**Run 1: routed metal, one colour a layer**

The bar under the picture is 100 um long.
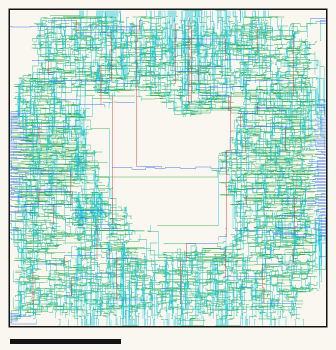
**Run 1: close-up of the layout**

The bar under the picture is 5 um long. Window x 133 to 153, y 190 to 210 um. Cells in grey, sequential cells in the stronger grey; small squares are vias.
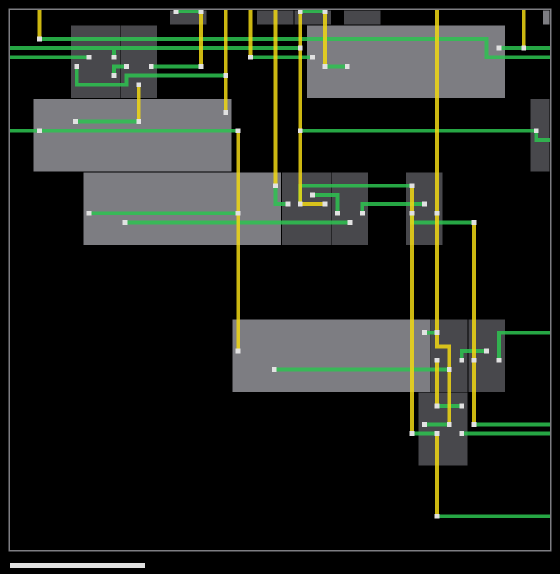
**Run 1: register map, names as in the netlist**

The bar under the picture is 100 um long. Other sequential cells in the stronger grey, the rest of the logic in the fainter grey.
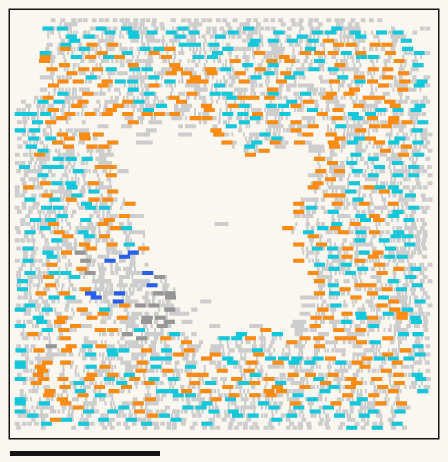
==> src/rtl/spi_job_loader_pkg.sv <==
// Shared constants and FSM encodings for the SPI job loader.
package spi_job_loader_pkg;

  localparam int unsigned MIDSTATE_BITS    = 256;
  localparam int unsigned HEADER_TAIL_BITS = 96;
  localparam int unsigned JOB_BITS         = MIDSTATE_BITS + HEADER_TAIL_BITS;

  typedef enum logic [1:0] {
    ST_IDLE   = 2'd0,
    ST_RECV   = 2'd1,
    ST_COMMIT = 2'd2
  } rx_state_t;

endpackage

==> src/rtl/spi_sync_edge.sv <==
// Three-flop synchronizer for an asynchronous SPI line with edge detect.
// level is stage 1; edges compare stage 1 against stage 2.
module spi_sync_edge #(
  parameter logic RESET_VAL = 1'b0
) (
  input  logic clk_in,
  input  logic reset_in,
  input  logic async_in,
  output logic level,
  output logic rise_c,
  output logic fall_c
);

  logic [2:0] sync_q;

  // Shift the asynchronous input through three flops; reset to idle level
  always_ff @(posedge clk_in) begin
    if (reset_in) begin
      sync_q <= {3{RESET_VAL}};
    end else begin
      sync_q <= {sync_q[1:0], async_in};
    end
  end

  assign level  = sync_q[1];
  assign rise_c = ~sync_q[2] &  sync_q[1];
  assign fall_c =  sync_q[2] & ~sync_q[1];

endmodule

==> src/rtl/spi_job_loader.sv <==
// SPI slave that receives fixed-length mining jobs and hands them to a
// valid/ready consumer, flagging short/long frames and dropped jobs.
module spi_job_loader #(
  parameter int unsigned JOB_BITS = spi_job_loader_pkg::JOB_BITS
) (
  input  logic                clk_in,
  input  logic                reset_in,
  input  logic                sck_in,
  input  logic                sdi_in,
  input  logic                cs_n_in,
  output logic                sdo_out,
  output logic [JOB_BITS-1:0] job_data_out,
  output logic                job_valid_out,
  input  logic                job_ready_in,
  output logic                frame_error_out,
  output logic                overrun_out,
  output logic                busy_out
);

  import spi_job_loader_pkg::*;

  localparam int unsigned CNT_W = $clog2(JOB_BITS + 2);
  localparam logic [CNT_W-1:0] CNT_FULL = CNT_W'(JOB_BITS);
  localparam logic [CNT_W-1:0] CNT_SAT  = CNT_W'(JOB_BITS + 1);

  rx_state_t           state;
  logic [JOB_BITS-1:0] shift_reg;
  logic [CNT_W-1:0]    bit_cnt;
  logic [1:0]          settle_cnt;
  logic                armed;

  logic sck_rise;
  logic sck_level_unused;
  logic sck_fall_unused;
  logic cs_level;
  logic cs_rise;
  logic cs_fall;
  logic sdi_level;
  logic sdi_rise_unused;
  logic sdi_fall_unused;
  logic shift_en;
  logic handshake;

  spi_sync_edge #(.RESET_VAL(1'b0)) u_sck_sync (
    .clk_in   (clk_in),
    .reset_in (reset_in),
    .async_in (sck_in),
    .level    (sck_level_unused),
    .rise_c   (sck_rise),
    .fall_c   (sck_fall_unused)
  );

  spi_sync_edge #(.RESET_VAL(1'b1)) u_cs_sync (
    .clk_in   (clk_in),
    .reset_in (reset_in),
    .async_in (cs_n_in),
    .level    (cs_level),
    .rise_c   (cs_rise),
    .fall_c   (cs_fall)
  );

  spi_sync_edge #(.RESET_VAL(1'b0)) u_sdi_sync (
    .clk_in   (clk_in),
    .reset_in (reset_in),
    .async_in (sdi_in),
    .level    (sdi_level),
    .rise_c   (sdi_rise_unused),
    .fall_c   (sdi_fall_unused)
  );

  assign shift_en  = sck_rise & ~cs_level;
  assign handshake = job_valid_out & job_ready_in;

  // Receiver FSM, shift path, commit/handshake logic and status pulses.
  // A cs that is already low at reset release would look like a falling
  // edge (sync flops reset high), so frames are only accepted once cs has
  // been observed high after the synchronizer has settled.
  always_ff @(posedge clk_in) begin
    if (reset_in) begin
      state           <= ST_IDLE;
      shift_reg       <= '0;
      bit_cnt         <= '0;
      settle_cnt      <= '0;
      armed           <= 1'b0;
      sdo_out         <= 1'b0;
      job_data_out    <= '0;
      job_valid_out   <= 1'b0;
      frame_error_out <= 1'b0;
      overrun_out     <= 1'b0;
      busy_out        <= 1'b0;
    end else begin
      frame_error_out <= 1'b0;
      overrun_out     <= 1'b0;

      if (settle_cnt != 2'd2) begin
        settle_cnt <= settle_cnt + 2'd1;
      end else if (cs_level) begin
        armed <= 1'b1;
      end

      if (shift_en) begin
        shift_reg <= {shift_reg[JOB_BITS-2:0], sdi_level};
        sdo_out   <= shift_reg[JOB_BITS-2];
        if (bit_cnt != CNT_SAT) begin
          bit_cnt <= bit_cnt + CNT_W'(1);
        end
      end

      if (handshake) begin
        job_valid_out <= 1'b0;
      end

      case (state)
        ST_IDLE: begin
          if (cs_fall && armed) begin
            state    <= ST_RECV;
            busy_out <= 1'b1;
            bit_cnt  <= '0;
          end
        end
        ST_RECV: begin
          if (cs_rise) begin
            state <= ST_COMMIT;
          end
        end
        ST_COMMIT: begin
          state    <= ST_IDLE;
          busy_out <= 1'b0;
          if (bit_cnt == CNT_FULL) begin
            if (!job_valid_out || job_ready_in) begin
              job_data_out  <= shift_reg;
              job_valid_out <= 1'b1;
            end else begin
              overrun_out <= 1'b1;
            end
          end else if (bit_cnt != '0) begin
            frame_error_out <= 1'b1;
          end
        end
        default: begin
          state    <= ST_IDLE;
          busy_out <= 1'b0;
        end
      endcase
    end
  end

endmodule

==> config.mk <==
export PLATFORM = sky130hd
export DESIGN_NAME = spi_job_loader
export DESIGN_NICKNAME = d
export VERILOG_FILES = /design/src/rtl/spi_job_loader_pkg.sv /design/src/rtl/spi_sync_edge.sv /design/src/rtl/spi_job_loader.sv
export SDC_FILE = /design/constraint.sdc
export NUM_CORES = 1
export LEC_CHECK = 0
export ABC_AREA = 1
export CORE_MARGIN = 3
export CORE_UTILIZATION = 35
export DETAILED_ROUTE_END_ITERATION = 10
export PLACE_DENSITY = 0.57
export SLEW_MARGIN = 20
export SYNTH_ARGS = -nofsm -noshare
export SYNTH_HDL_FRONTEND = slang
export SYNTH_SLANG_ARGS = --single-unit
export TNS_END_PERCENT = 50
==> constraint.sdc <==
create_clock -name clk_in -period 1.9 [get_ports clk_in]
set_input_delay 0.475 -clock clk_in [delete_from_list [all_inputs] [get_ports clk_in]]
set_output_delay 0.475 -clock clk_in [all_outputs]
set_load 0.02 [all_outputs]
==> flow_results.xml, run 1 <==
<?xml version="1.0" encoding="UTF-8"?>
<metrics>
  <group name="timing">
    <metric name="fmax" unit="MHz">543</metric>
    <metric name="timing_worst_slew_pin_value" unit="ps">451</metric>
    <metric name="setup_slack" unit="ps">58.7</metric>
    <metric name="finalClockSkew" unit="ps">27.3</metric>
    <metric name="timing.final.setup_violations" unit="">0</metric>
    <metric name="fin_hold_viols" unit="">0</metric>
    <metric name="setup_repair_after_global_routing_missed_its_margin" unit="">false</metric>
    <metric name="min_period_over_period" unit="">0.969</metric>
    <metric name="report.final.slew_viol_count" unit="">0</metric>
    <metric name="finalCriticalPeriod" unit="ps">1840</metric>
    <metric name="fin_hold_ws" unit="ps">400</metric>
    <metric name="slew_headroom" unit="">0.699</metric>
  </group>
  <group name="synth">
    <metric name="synthXorXnorAreaFrac" unit="">0</metric>
    <metric name="postSynthAreaPerCell" unit="um2">6.98</metric>
    <metric name="synth.cellmix.simpleShare" unit="">0.303</metric>
    <metric name="floorplan.nets" unit="">3930</metric>
    <metric name="fraction_of_the_yosys_area_taken_by_sequential_cells" unit="">0.534</metric>
    <metric name="postSynthCellCount" unit="">3920</metric>
    <metric name="postSynthRegisterBits" unit="">730</metric>
    <metric name="syn-cell-area" unit="um2">27400</metric>
    <metric name="ao_oa_area_frac" unit="">0.0682</metric>
    <metric name="synth_cell_types" unit="">22</metric>
    <metric name="ys_warn_count" unit="">0</metric>
    <metric name="yosys-dominant-comb-family" unit="">simple AND/OR/NAND/NOR gates</metric>
    <metric name="chip_area_from_the_yosys_synthesis_statistics" unit="um2">27400</metric>
    <metric name="post_synth_edffs" unit="">0</metric>
    <metric name="postSynth.asyncResetShare" unit="">0</metric>
    <metric name="synth-cells-yosys" unit="">3920</metric>
    <metric name="yosys_most_used_dff" unit="">sky130_fd_sc_hd__dfxtp_1</metric>
    <metric name="adder_share" unit="">0.00183</metric>
  </group>
  <group name="die">
    <metric name="design.portCount" unit="">363</metric>
    <metric name="floorplanUtilization" unit="">0.357</metric>
    <metric name="coreArea" unit="um2">76700</metric>
    <metric name="floorplan.die.width" unit="um">286</metric>
    <metric name="dieArea" unit="um2">81600</metric>
    <metric name="rows" unit="">101</metric>
    <metric name="die_h" unit="um">286</metric>
  </group>
  <group name="grt">
    <metric name="gr_ovfl_total" unit="">0</metric>
    <metric name="grt_first_pass_wirelength" unit="mm">112</metric>
    <metric name="vias_in_the_first_global_route" unit="">21300</metric>
    <metric name="number_of_antenna_violations_at_the_first_check_in_global_routing" unit="">0</metric>
    <metric name="maximum_number_of_pins_on_one_net_before_global_route_repair" unit="">101</metric>
  </group>
  <group name="worst_setup_path">
    <metric name="crit_path_max_fanout" unit="">2</metric>
    <metric name="critical_path_buf_inv_count" unit="">1</metric>
    <metric name="crit_start_category" unit="">flop</metric>
    <metric name="timing.critical_path.arrival" unit="ps">1370</metric>
    <metric name="path_delay_family" unit="">flip-flops</metric>
    <metric name="r2r_setup_slack" unit="ps">180</metric>
    <metric name="timing.critical_path.slowest_cell_delay" unit="ps">400</metric>
    <metric name="cp_data_required_time" unit="ps">1420</metric>
    <metric name="critical_path_class" unit="">flop to output port</metric>
    <metric name="critical_path.reg2reg.endpoint" unit="">job_data_out[303]</metric>
    <metric name="timing.critical_path.to_type" unit="">output port</metric>
    <metric name="worstRegToRegCells" unit="">11</metric>
    <metric name="worst_r2r_startpoint" unit="">bit_cnt[0]</metric>
    <metric name="crit_chain" unit="">dlygate4sd2_1</metric>
    <metric name="timing.critical_path.slowest_stage_cell" unit="">sky130_fd_sc_hd__dfxtp_1</metric>
  </group>
  <group name="place">
    <metric name="placedInstanceArea" unit="um2">32700</metric>
    <metric name="dp_hpwl" unit="mm">44.6</metric>
    <metric name="gp_routability_congestion" unit="">0.758</metric>
    <metric name="place_worst_setup_slack" unit="ps">-243</metric>
  </group>
  <group name="cells_and_area">
    <metric name="antenna_cells_inserted" unit="">0</metric>
    <metric name="largest_register_ffs" unit="">352</metric>
    <metric name="area_delta_synth_final" unit="%">27.9</metric>
    <metric name="layout_net_count" unit="">4258</metric>
    <metric name="final.fill_count" unit="">7884</metric>
    <metric name="design_area" unit="um2">35000</metric>
  </group>
  <group name="pwr">
    <metric name="design_power_total" unit="mW">32.0</metric>
    <metric name="worst_case_vdd_ir_drop" unit="mV">0.580</metric>
    <metric name="power-per-cell-area" unit="nW/um2">915</metric>
    <metric name="power.leakage" unit="nW">20.2</metric>
  </group>
  <group name="detailed_routing">
    <metric name="drt_drc_violations_left" unit="">0</metric>
    <metric name="final_antenna_net_count" unit="">0</metric>
    <metric name="detail_route.first_pass.iterations" unit="">5</metric>
    <metric name="post_drt_via_cell_ratio" unit="">4.32</metric>
    <metric name="detail_route.wl_per_cell" unit="um">12.8</metric>
    <metric name="drtIter0Drc" unit="">1339</metric>
  </group>
  <group name="clocking">
    <metric name="tritoncts" unit="">done</metric>
    <metric name="clkSinkCount" unit="">730</metric>
    <metric name="cts-root-buf" unit="">sky130_fd_sc_hd__clkbuf_16</metric>
    <metric name="buffer_levels_on_the_longest_clock_path" unit="">3</metric>
    <metric name="setup_fix_buffers_added_after_clock_tree_synthesis" unit="">0</metric>
    <metric name="path_clk_slew" unit="ps">60</metric>
    <metric name="cts_hold_buf" unit="">0</metric>
    <metric name="insertion_delay" unit="ps">630</metric>
    <metric name="cts_inserted_buffers" unit="">81</metric>
    <metric name="clock_tree.htree_level_count" unit="">3</metric>
  </group>
  <group name="status">
    <metric name="outcome" unit="">complete, no violations</metric>
  </group>
  <group name="flow_run">
    <metric name="drv_cap" unit="">0</metric>
    <metric name="stage_log_warnings" unit="">30</metric>
  </group>
  <group name="hold_path">
    <metric name="hold_path.class" unit="">flop to flop</metric>
    <metric name="hold_path_end" unit="">u_sck_sync.sync_q[1]</metric>
    <metric name="hold-path-cell-count" unit="">2</metric>
  </group>
</metrics>
Back to the opening pictures, 'routed metal, one colour a layer':
layer	colour	wire length
metal 3	blue	3160 um
metal 1	green	33.4 mm
metal 2	cyan	30.5 mm
metal 4	red	1230 um
GRT Overall Usage: 0.163
detailed-route via count: 23100
total wire length: 68.3 mm

Back to the opening pictures, 'close-up of the layout':
layer	colour
metal 2	yellow
metal 1	green
cells with their middle in the window	13
netlist names of flops here include	shift_reg (3), job_data_out (1)
most frequent	nor2_1 (5), dfxtp_1 (4), o21ai_0 (3)
sequential cells in the window	4

Back to the opening pictures, 'register map, names as in the netlist':
name in the netlist	colour	placed flops
job_data_out	cyan	352
bit_cnt	blue	9
shift_reg	orange	351
not coloured	18
flop share of the area: 0.417
Final Util: 0.456

run 1: cells by family (layout without fill, tap and decap cells):
| group | count (synthesis) | after routing |
|---|---|---|
| buf+inv | 616 | 1007 |
| simple gates | 2197 | 2197 |
| flops | 730 | 730 |
| compound gates | 373 | 373 |
| fa+ha+maj | 4 | 4 |
run 1: area by class of cell:
cell class / instances / area (um2) / area share
clock buffer: 117 / 2410 / 0.0690
clock inverter: 29 / 350 / 0.0100
inverter: 380 / 1440 / 0.0412
multi-input combinational: 2574 / 10200 / 0.292
sequential: 730 / 14600 / 0.417
tap: 1030 / 1290 / 0.0368
timing repair buffer: 481 / 4680 / 0.134
run 1: what timing repair did:
item,in CTS,in global routing
resized,364,5
endpoints found under the hold margin,0,0
setup endpoints to repair,357,5
run 1: cell usage after synthesis (2+ instances only):
cell | number | area, um2
sky130_fd_sc_hd__clkinv_1 | 2 | 7.51
sky130_fd_sc_hd__o21ai_0 | 359 | 1800
sky130_fd_sc_hd__nor2_1 | 1435 | 5390
sky130_fd_sc_hd__buf_6 | 24 | 270
sky130_fd_sc_hd__buf_2 | 51 | 255
sky130_fd_sc_hd__nand2_1 | 739 | 2770
sky130_fd_sc_hd__dfxtp_1 | 730 | 14600
sky130_fd_sc_hd__inv_2 | 2 | 7.51
sky130_fd_sc_hd__or2_2 | 2 | 12.5
sky130_fd_sc_hd__clkbuf_1 | 159 | 597
sky130_fd_sc_hd__a21oi_1 | 14 | 70.1
sky130_fd_sc_hd__inv_1 | 376 | 1410
sky130_fd_sc_hd__nand3_1 | 14 | 70.1
sky130_fd_sc_hd__ha_1 | 4 | 50.1
sky130_fd_sc_hd__nand4_1 | 2 | 12.5
run 1: metal layers:
metal / track usage / wire length (um)
met5: 0 / 0
met1: 0.226 / 33400
met2: 0.261 / 30500
met4: 0.0444 / 1230
met3: 0.0292 / 3160
run 1: how the worst max path moves through the flow:
stage	slack, ps	endpoint	cells after the start	from
after detailed placement	-240	job_data_out[302]	10	job_ready_in
after global placement	-230	job_data_out[302]	10	job_ready_in
after floorplan	280	job_data_out[234]	10	bit_cnt[0]
after CTS	1	job_data_out[164]	1	job_data_out[164]
after global routing	1	job_data_out[230]	1	job_data_out[230]
final	60	job_data_out[63]	1	job_data_out[63]
run 1: report_power, final:
| group | total (mW) | switching [mW] | internal [mW] |
|---|---|---|---|
| combinational | 0.605 | 0.396 | 0.210 |
| sequential | 15.5 | 0.0898 | 15.4 |
| clock | 15.9 | 6.46 | 9.46 |
run 1: cells in the final DEF (no fill, tap or decap), drive strengths merged:
cell,synthesis,layout
nand4,2,2
nor3,2,2
clkdlybuf4s50,0,5
clkbuf,159,118
nor2,1436,1436
nand3,14,14
dlygate4sd2,0,347
clkdlybuf4s15,0,9
buf,77,119
o21ai,359,359
clkinv,2,23
inv,378,382
bufinv,0,4
a21oi,14,14
or2,2,2
and3,1,1
ha,4,4
dfxtp,730,730
nand2,740,740
run 1: metrics by stage:
step,std cells,setup TNS [ps]
2_1_floorplan,3920,0
3_3_place_gp,5195,-51120
3_5_place_dp,5195,-53960
4_1_cts,5341,0
5_1_grt,5341,0
6_report,5341,0
==> inputs of run 2 (changes only) <==
Settings changed: SLEW_MARGIN 20 to default.
==> run 2 against run 1 <==
Wire length is the same. Combinational power is essentially flat. Sequential power is essentially flat. Register-to-register slack is essentially flat. Cell count is the same. Power is the same. Clock power is essentially flat. Via count is the same. Critical endpoint unchanged. Largest power group unchanged.
==> flow_results.xml, run 2 <==
<?xml version="1.0" encoding="UTF-8"?>
<metrics>
  <group name="status">
    <metric name="outcome" unit="">complete, no violations</metric>
  </group>
  <group name="worst_setup_path">
    <metric name="timing.critical_path.to_type" unit="">output port</metric>
    <metric name="crit_path_max_fanout" unit="">2</metric>
    <metric name="path_delay_family" unit="">flip-flops</metric>
    <metric name="worst_r2r_startpoint" unit="">bit_cnt[0]</metric>
    <metric name="crit_chain" unit="">dlygate4sd2_1</metric>
    <metric name="critical_path.reg2reg.endpoint" unit="">job_data_out[303]</metric>
    <metric name="critical_path_buf_inv_count" unit="">1</metric>
    <metric name="timing.critical_path.arrival" unit="ps">1370</metric>
    <metric name="critical_path_class" unit="">flop to output port</metric>
    <metric name="timing.critical_path.slowest_cell_delay" unit="ps">400</metric>
  </group>
  <group name="timing">
    <metric name="finalCriticalPeriod" unit="ps">1840</metric>
    <metric name="finalClockSkew" unit="ps">27.3</metric>
    <metric name="min_period_over_period" unit="">0.969</metric>
    <metric name="slew_headroom" unit="">0.699</metric>
    <metric name="report.final.slew_viol_count" unit="">0</metric>
    <metric name="setup_repair_after_global_routing_missed_its_margin" unit="">false</metric>
    <metric name="timing_worst_slew_pin_value" unit="ps">451</metric>
    <metric name="fin_hold_viols" unit="">0</metric>
  </group>
  <group name="cells_and_area">
    <metric name="layout_top_cells_excl_fill_tap" unit="">sky130_fd_sc_hd__nor2_1 (1434), sky130_fd_sc_hd__nand2_1 (739), sky130_fd_sc_hd__dfxtp_1 (730)</metric>
    <metric name="final_cell_count_no_fill" unit="">5341</metric>
    <metric name="mostFrequentLayoutCell" unit="">sky130_fd_sc_hd__nor2_1</metric>
    <metric name="largest_register_ffs" unit="">352</metric>
  </group>
  <group name="clocking">
    <metric name="tritoncts" unit="">done</metric>
    <metric name="cts-root-buf" unit="">sky130_fd_sc_hd__clkbuf_16</metric>
    <metric name="cts_hold_buf" unit="">0</metric>
    <metric name="clkSinkCount" unit="">730</metric>
    <metric name="insertion_delay" unit="ps">630</metric>
    <metric name="buffer_levels_on_the_longest_clock_path" unit="">3</metric>
    <metric name="cts_inserted_buffers" unit="">81</metric>
  </group>
  <group name="synth">
    <metric name="post_synth_main_area_contributors" unit="">sky130_fd_sc_hd__dfxtp_1 (53%), sky130_fd_sc_hd__nor2_1 (20%), sky130_fd_sc_hd__nand2_1 (10%), sky130_fd_sc_hd__o21ai_0 (6.6%), sky130_fd_sc_hd__inv_1 (5.2%)</metric>
    <metric name="post_synth_edffs" unit="">0</metric>
    <metric name="synth-cells-yosys" unit="">3920</metric>
    <metric name="post_synth_most_frequent_cells" unit="">sky130_fd_sc_hd__nor2_1 (1435), sky130_fd_sc_hd__nand2_1 (739), sky130_fd_sc_hd__dfxtp_1 (730)</metric>
    <metric name="synth_cell_types" unit="">22</metric>
    <metric name="fraction_of_the_yosys_area_taken_by_sequential_cells" unit="">0.534</metric>
    <metric name="chip_area_from_the_yosys_synthesis_statistics" unit="um2">27400</metric>
    <metric name="yosys_most_used_dff" unit="">sky130_fd_sc_hd__dfxtp_1</metric>
    <metric name="postSynthRegisterBits" unit="">730</metric>
    <metric name="ys_warn_count" unit="">0</metric>
    <metric name="postSynthCellCount" unit="">3920</metric>
    <metric name="postSynthAreaPerCell" unit="um2">6.98</metric>
  </group>
  <group name="pwr">
    <metric name="worst_case_vdd_ir_drop" unit="mV">0.580</metric>
    <metric name="power-per-cell-area" unit="nW/um2">915</metric>
  </group>
  <group name="die">
    <metric name="design.portCount" unit="">363</metric>
    <metric name="dieArea" unit="um2">81600</metric>
    <metric name="coreArea" unit="um2">76700</metric>
  </group>
  <group name="flow_run">
    <metric name="stage_log_warnings" unit="">30</metric>
  </group>
  <group name="detailed_routing">
    <metric name="post_drt_via_cell_ratio" unit="">4.32</metric>
    <metric name="detail_route.first_pass.iterations" unit="">5</metric>
    <metric name="drtIter0Drc" unit="">1339</metric>
    <metric name="detail_route.wirelength" unit="mm">68.3</metric>
    <metric name="num_vias" unit="">23100</metric>
    <metric name="final_antenna_net_count" unit="">0</metric>
    <metric name="detail_route.wl_per_cell" unit="um">12.8</metric>
  </group>
  <group name="grt">
    <metric name="number_of_antenna_violations_at_the_first_check_in_global_routing" unit="">0</metric>
    <metric name="vias_in_the_first_global_route" unit="">21300</metric>
    <metric name="gr_ovfl_total" unit="">0</metric>
  </group>
  <group name="hold_path">
    <metric name="hold_path_end" unit="">u_sck_sync.sync_q[1]</metric>
    <metric name="hold-path-cell-count" unit="">2</metric>
  </group>
  <group name="place">
    <metric name="gp_routability_congestion" unit="">0.758</metric>
  </group>
</metrics>
==> run 2: power breakdown <==
group          total, mW  leakage [nW]  switching (mW)  internal, mW
clock network       15.9          1.38            6.46          9.46
registers           15.5          5.89          0.0898          15.4
logic              0.605          12.9           0.396         0.210
==> run 2: kinds of logic (layout without fill, tap and decap cells) <==
group           count (synthesis)  after routing  share of synthesized area
flops                         730            730                      0.534
buf+inv                       616           1007                     0.0935
compound gates                373            373                     0.0682
fa+ha+maj                       4              4                    0.00183
simple gates                 2197           2197                      0.303
==> run 2: layer usage <==
layer  share of wire  global-route usage
met1            0.49               0.226
met2            0.45               0.261
met3           0.046              0.0292
met4           0.018              0.0444
met5               0                   0
==> run 2: timing repair <==
item,CTS,global route
buffers inserted,0,0
endpoints found under the setup margin,357,5
hold endpoints to repair,0,0
resized,364,5
==> run 2: worst max path at each step <==
| stage | from | endpoint | slack (ps) | depth (start not counted) |
|---|---|---|---|---|
| 3_3_place_gp | job_ready_in | job_data_out[302] | -230 | 10 |
| 3_5_place_dp | job_ready_in | job_data_out[302] | -240 | 10 |
| 6_report | job_data_out[63] | job_data_out[63] | 60 | 1 |
| 2_1_floorplan | bit_cnt[0] | job_data_out[234] | 280 | 10 |
| 5_1_grt | job_data_out[230] | job_data_out[230] | 1 | 1 |
| 4_1_cts | job_data_out[164] | job_data_out[164] | 1 | 1 |
==> run 2: final cells by class <==
type / count / area [um2]
fillers: 7884 / 41700
flip-flops and latches: 730 / 14600
multi-input cells: 2574 / 10200
repair buffers: 481 / 4680
clock buffers: 117 / 2410
inverters: 380 / 1440
well taps: 1030 / 1290
clock inverters: 29 / 350
==> run 2: per-stage QoR <==
step | utilization | TNS [ps] | cell area (um2) | hold slack (ps) | setup slack [ps]
floorplan | - | 0 | 27400 | 388 | 285
detailed placement | 0.426 | -53960 | 32700 | 394 | -243
global route | 0.456 | 0 | 35000 | 417 | 1.30
global placement | 0.426 | -51120 | 32700 | 394 | -232
CTS | 0.456 | 0 | 35000 | 388 | 1.02
finish | 0.456 | 0 | 35000 | 400 | 58.7
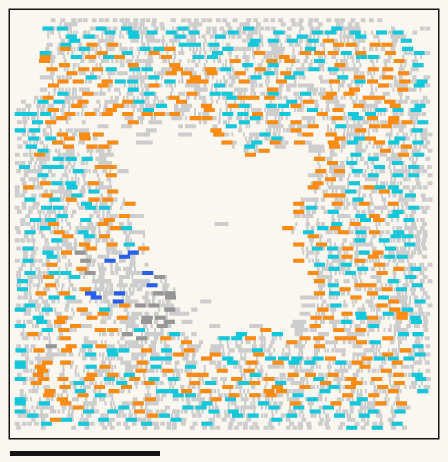
**Above:** run 2 (register map, names as in the netlist).
The bar under the picture is 100 um long. Other sequential cells in the stronger grey, the rest of the logic in the fainter grey.
area taken by flip-flops and latches: 14600 um2
seq pwr: 15.5 mW

==> inputs of run 3 (changes only) <==
Settings changed: CORE_MARGIN 3 to 4.
==> run 3 against run 2 <==
Maximum frequency is 0.70% lower. Critical path depth unchanged. Clock skew is 9.4 ps lower. Sequential power hardly changed. Sequential share of layout area increased by 0.16 points. Combinational power down 3%. Synthesized cell count stayed put. Non-clock buffer count decreased by 9. First-iteration DRC count is 2.9% higher. Core utilization is 0.62 points lower. Via count fell by 0.15%. Power about the same. Largest cell class unchanged.
==> flow_results.xml, run 3 <==
<?xml version="1.0" encoding="UTF-8"?>
<metrics>
  <group name="timing">
    <metric name="finalCriticalPeriod" unit="ps">1850</metric>
    <metric name="fin_hold_viols" unit="">0</metric>
    <metric name="min_period_over_period" unit="">0.976</metric>
    <metric name="setup_slack" unit="ps">45.7</metric>
    <metric name="tns" unit="ps">0</metric>
    <metric name="report.final.slew_viol_count" unit="">0</metric>
    <metric name="finalClockSkew" unit="ps">17.8</metric>
    <metric name="slew_headroom" unit="">0.604</metric>
    <metric name="timing_worst_slew_pin_value" unit="ps">594</metric>
    <metric name="setup_repair_after_global_routing_missed_its_margin" unit="">false</metric>
    <metric name="timing.final.setup_violations" unit="">0</metric>
  </group>
  <group name="detailed_routing">
    <metric name="post_drt_via_cell_ratio" unit="">4.31</metric>
    <metric name="num_vias" unit="">23000</metric>
    <metric name="drt_drc_violations_left" unit="">0</metric>
    <metric name="drtIter0Drc" unit="">1378</metric>
    <metric name="detail_route.wl_per_cell" unit="um">12.9</metric>
    <metric name="detail_route.first_pass.iterations" unit="">5</metric>
    <metric name="final_antenna_net_count" unit="">0</metric>
    <metric name="detail_route.wirelength" unit="mm">68.8</metric>
  </group>
  <group name="clocking">
    <metric name="cts_inserted_buffers" unit="">80</metric>
    <metric name="buffer_levels_on_the_longest_clock_path" unit="">3</metric>
    <metric name="setup_fix_buffers_added_after_clock_tree_synthesis" unit="">0</metric>
    <metric name="tritoncts" unit="">done</metric>
    <metric name="insertion_delay" unit="ps">610</metric>
    <metric name="cts_hold_buf" unit="">0</metric>
    <metric name="cts-root-buf" unit="">sky130_fd_sc_hd__clkbuf_16</metric>
    <metric name="clkSinkCount" unit="">730</metric>
    <metric name="path_clk_slew" unit="ps">60</metric>
  </group>
  <group name="synth">
    <metric name="synth_cell_types" unit="">22</metric>
    <metric name="chip_area_from_the_yosys_synthesis_statistics" unit="um2">27400</metric>
    <metric name="postSynthRegisterBits" unit="">730</metric>
    <metric name="post_synth_most_frequent_cells" unit="">sky130_fd_sc_hd__nor2_1 (1435), sky130_fd_sc_hd__nand2_1 (739), sky130_fd_sc_hd__dfxtp_1 (730)</metric>
    <metric name="post_synth_edffs" unit="">0</metric>
    <metric name="syn-cell-area" unit="um2">27400</metric>
    <metric name="synth_top_cell_by_count" unit="">sky130_fd_sc_hd__nor2_1</metric>
    <metric name="synth_area_leader_cell" unit="">sky130_fd_sc_hd__dfxtp_1</metric>
    <metric name="yosys_most_used_dff" unit="">sky130_fd_sc_hd__dfxtp_1</metric>
    <metric name="ys_warn_count" unit="">0</metric>
    <metric name="fraction_of_the_yosys_area_taken_by_sequential_cells" unit="">0.534</metric>
    <metric name="postSynthCellCount" unit="">3920</metric>
    <metric name="synth-cells-yosys" unit="">3920</metric>
    <metric name="postSynthAreaPerCell" unit="um2">6.98</metric>
    <metric name="post_synth_main_area_contributors" unit="">sky130_fd_sc_hd__dfxtp_1 (53%), sky130_fd_sc_hd__nor2_1 (20%), sky130_fd_sc_hd__nand2_1 (10%), sky130_fd_sc_hd__o21ai_0 (6.6%), sky130_fd_sc_hd__inv_1 (5.2%)</metric>
  </group>
  <group name="cells_and_area">
    <metric name="design_area" unit="um2">34900</metric>
    <metric name="layout_top_cells_excl_fill_tap" unit="">sky130_fd_sc_hd__nor2_1 (1435), sky130_fd_sc_hd__nand2_1 (739), sky130_fd_sc_hd__dfxtp_1 (730)</metric>
    <metric name="largest_register_ffs" unit="">352</metric>
    <metric name="area_delta_synth_final" unit="%">27.4</metric>
    <metric name="mostFrequentLayoutCell" unit="">sky130_fd_sc_hd__nor2_1</metric>
    <metric name="layout_cells_sized_above_1" unit="">0.0567</metric>
    <metric name="final.fill_count" unit="">8033</metric>
  </group>
  <group name="worst_setup_path">
    <metric name="timing.critical_path.to_type" unit="">output port</metric>
    <metric name="critical_path_buf_inv_count" unit="">1</metric>
    <metric name="timing.critical_path.slowest_cell_delay" unit="ps">410</metric>
    <metric name="critical_path_class" unit="">flop to output port</metric>
    <metric name="crit_chain" unit="">dlygate4sd2_1</metric>
    <metric name="critical_path.reg2reg.endpoint" unit="">shift_reg[139]</metric>
    <metric name="timing.critical_path.arrival" unit="ps">1380</metric>
    <metric name="path_delay_family" unit="">flip-flops</metric>
    <metric name="cp_data_required_time" unit="ps">1420</metric>
    <metric name="crit_start_category" unit="">flop</metric>
    <metric name="crit_path_max_fanout" unit="">2</metric>
    <metric name="worst_r2r_startpoint" unit="">u_cs_sync.sync_q[1]</metric>
  </group>
  <group name="die">
    <metric name="rows" unit="">102</metric>
    <metric name="design.portCount" unit="">363</metric>
    <metric name="coreArea" unit="um2">77500</metric>
    <metric name="dieArea" unit="um2">82800</metric>
  </group>
  <group name="pwr">
    <metric name="design_power_total" unit="mW">32.1</metric>
    <metric name="pwr-share-comb" unit="">0.018</metric>
    <metric name="power_report.internal_total" unit="mW">25.2</metric>
    <metric name="power.switching_fraction" unit="">0.214</metric>
    <metric name="p_switching" unit="mW">6.85</metric>
    <metric name="worst_case_vdd_ir_drop" unit="mV">0.637</metric>
    <metric name="power-per-cell-area" unit="nW/um2">919</metric>
    <metric name="clock_power_share" unit="">0.498</metric>
    <metric name="power.share.sequential" unit="">0.484</metric>
  </group>
  <group name="hold_path">
    <metric name="hold_path_end" unit="">u_sck_sync.sync_q[1]</metric>
    <metric name="hold-path-cell-count" unit="">2</metric>
  </group>
  <group name="place">
    <metric name="gp_routability_congestion" unit="">0.740</metric>
    <metric name="placedInstanceArea" unit="um2">32600</metric>
    <metric name="place_worst_setup_slack" unit="ps">-276</metric>
    <metric name="dp_hpwl" unit="mm">43.9</metric>
  </group>
  <group name="grt">
    <metric name="vias_in_the_first_global_route" unit="">21200</metric>
    <metric name="grt_use_total" unit="">0.161</metric>
    <metric name="number_of_antenna_violations_at_the_first_check_in_global_routing" unit="">0</metric>
    <metric name="grt_first_pass_wirelength" unit="mm">112</metric>
    <metric name="gr_ovfl_total" unit="">0</metric>
  </group>
  <group name="status">
    <metric name="outcome" unit="">complete, no violations</metric>
  </group>
  <group name="flow_run">
    <metric name="stage_log_warnings" unit="">30</metric>
  </group>
</metrics>
run 3: what timing repair did:
action / CTS / global route
pin swaps: 0 / 0
endpoints found under the setup margin: 357 / 8
gates cloned: 0 / 0
resized: 370 / 8
run 3: metal layers:
metal | GRT usage | routed length, um | vias up
li1 | - | - | 12300
met1 | 0.224 | 33900 | 10200
met2 | 0.253 | 30100 | 366
met3 | 0.0325 | 3420 | 80
met4 | 0.0463 | 1330 | 0
met5 | 0 | 0 | -
run 3: how the worst max path moves through the flow:
stage	cells past startpoint	slack, ps	end	startpoint
after floorplan	10	280	job_data_out[234]	bit_cnt[0]
final	1	50	job_data_out[296]	job_data_out[296]
after CTS	1	0.1	job_data_out[165]	job_data_out[165]
after detailed placement	10	-280	job_data_out[305]	job_ready_in
after global placement	9	-280	job_data_out[51]	job_ready_in
after global routing	1	2	job_data_out[237]	job_data_out[237]
run 3: kinds of logic after synthesis:
logic type      after synthesis  synth area share
simple gates               2197             0.303
flops                       730             0.534
fa+ha+maj                     4           0.00183
buf+inv                     616            0.0935
compound gates              373            0.0682
run 3: metrics by stage:
step,std cells,hold slack [ps],util
2_1_floorplan,3920,388,-
3_3_place_gp,5196,394,0.421
3_5_place_dp,5196,396,0.421
4_1_cts,5340,403,0.450
5_1_grt,5340,422,0.450
6_report,5340,403,0.450
run 3: layout make-up:
cell class	count	area [um2]	share of cell area
Tap cell	1040	1300	0.0373
Sequential cell	730	14600	0.419
Clock inverter	26	359	0.0103
Inverter	380	1440	0.0413
Clock buffer	118	2360	0.0676
Timing Repair Buffer	472	4580	0.131
Multi-Input combinational cell	2574	10200	0.293
run 3: power groups by stage:
stage,combinational [mW],clock [mW],sequential (mW)
3_5_place_dp,0.597,0,15.9
5_1_grt,0.668,17.1,15.5
4_1_cts,0.598,16.5,15.5
3_3_place_gp,0.593,0,15.9
2_1_floorplan,0.377,0,15.8
6_report,0.587,16.0,15.5
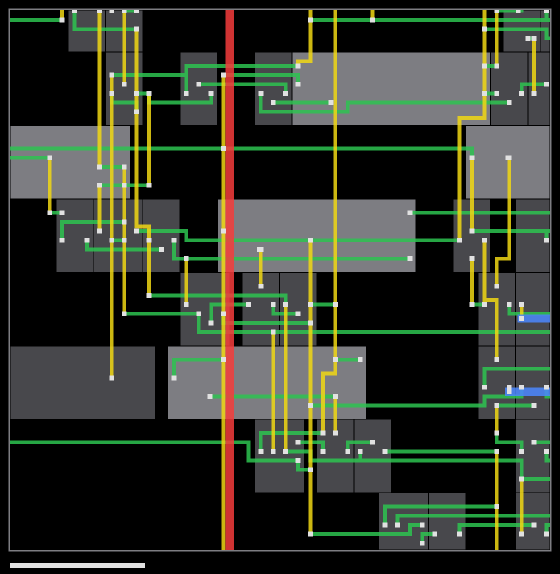
**Above:** run 3 (close-up of the layout).
The bar under the picture is 5 um long. Window x 134 to 154, y 191 to 211 um. Cells in grey, sequential cells in the stronger grey; small squares are vias.

Power is estimated from default activity; no workload was simulated.
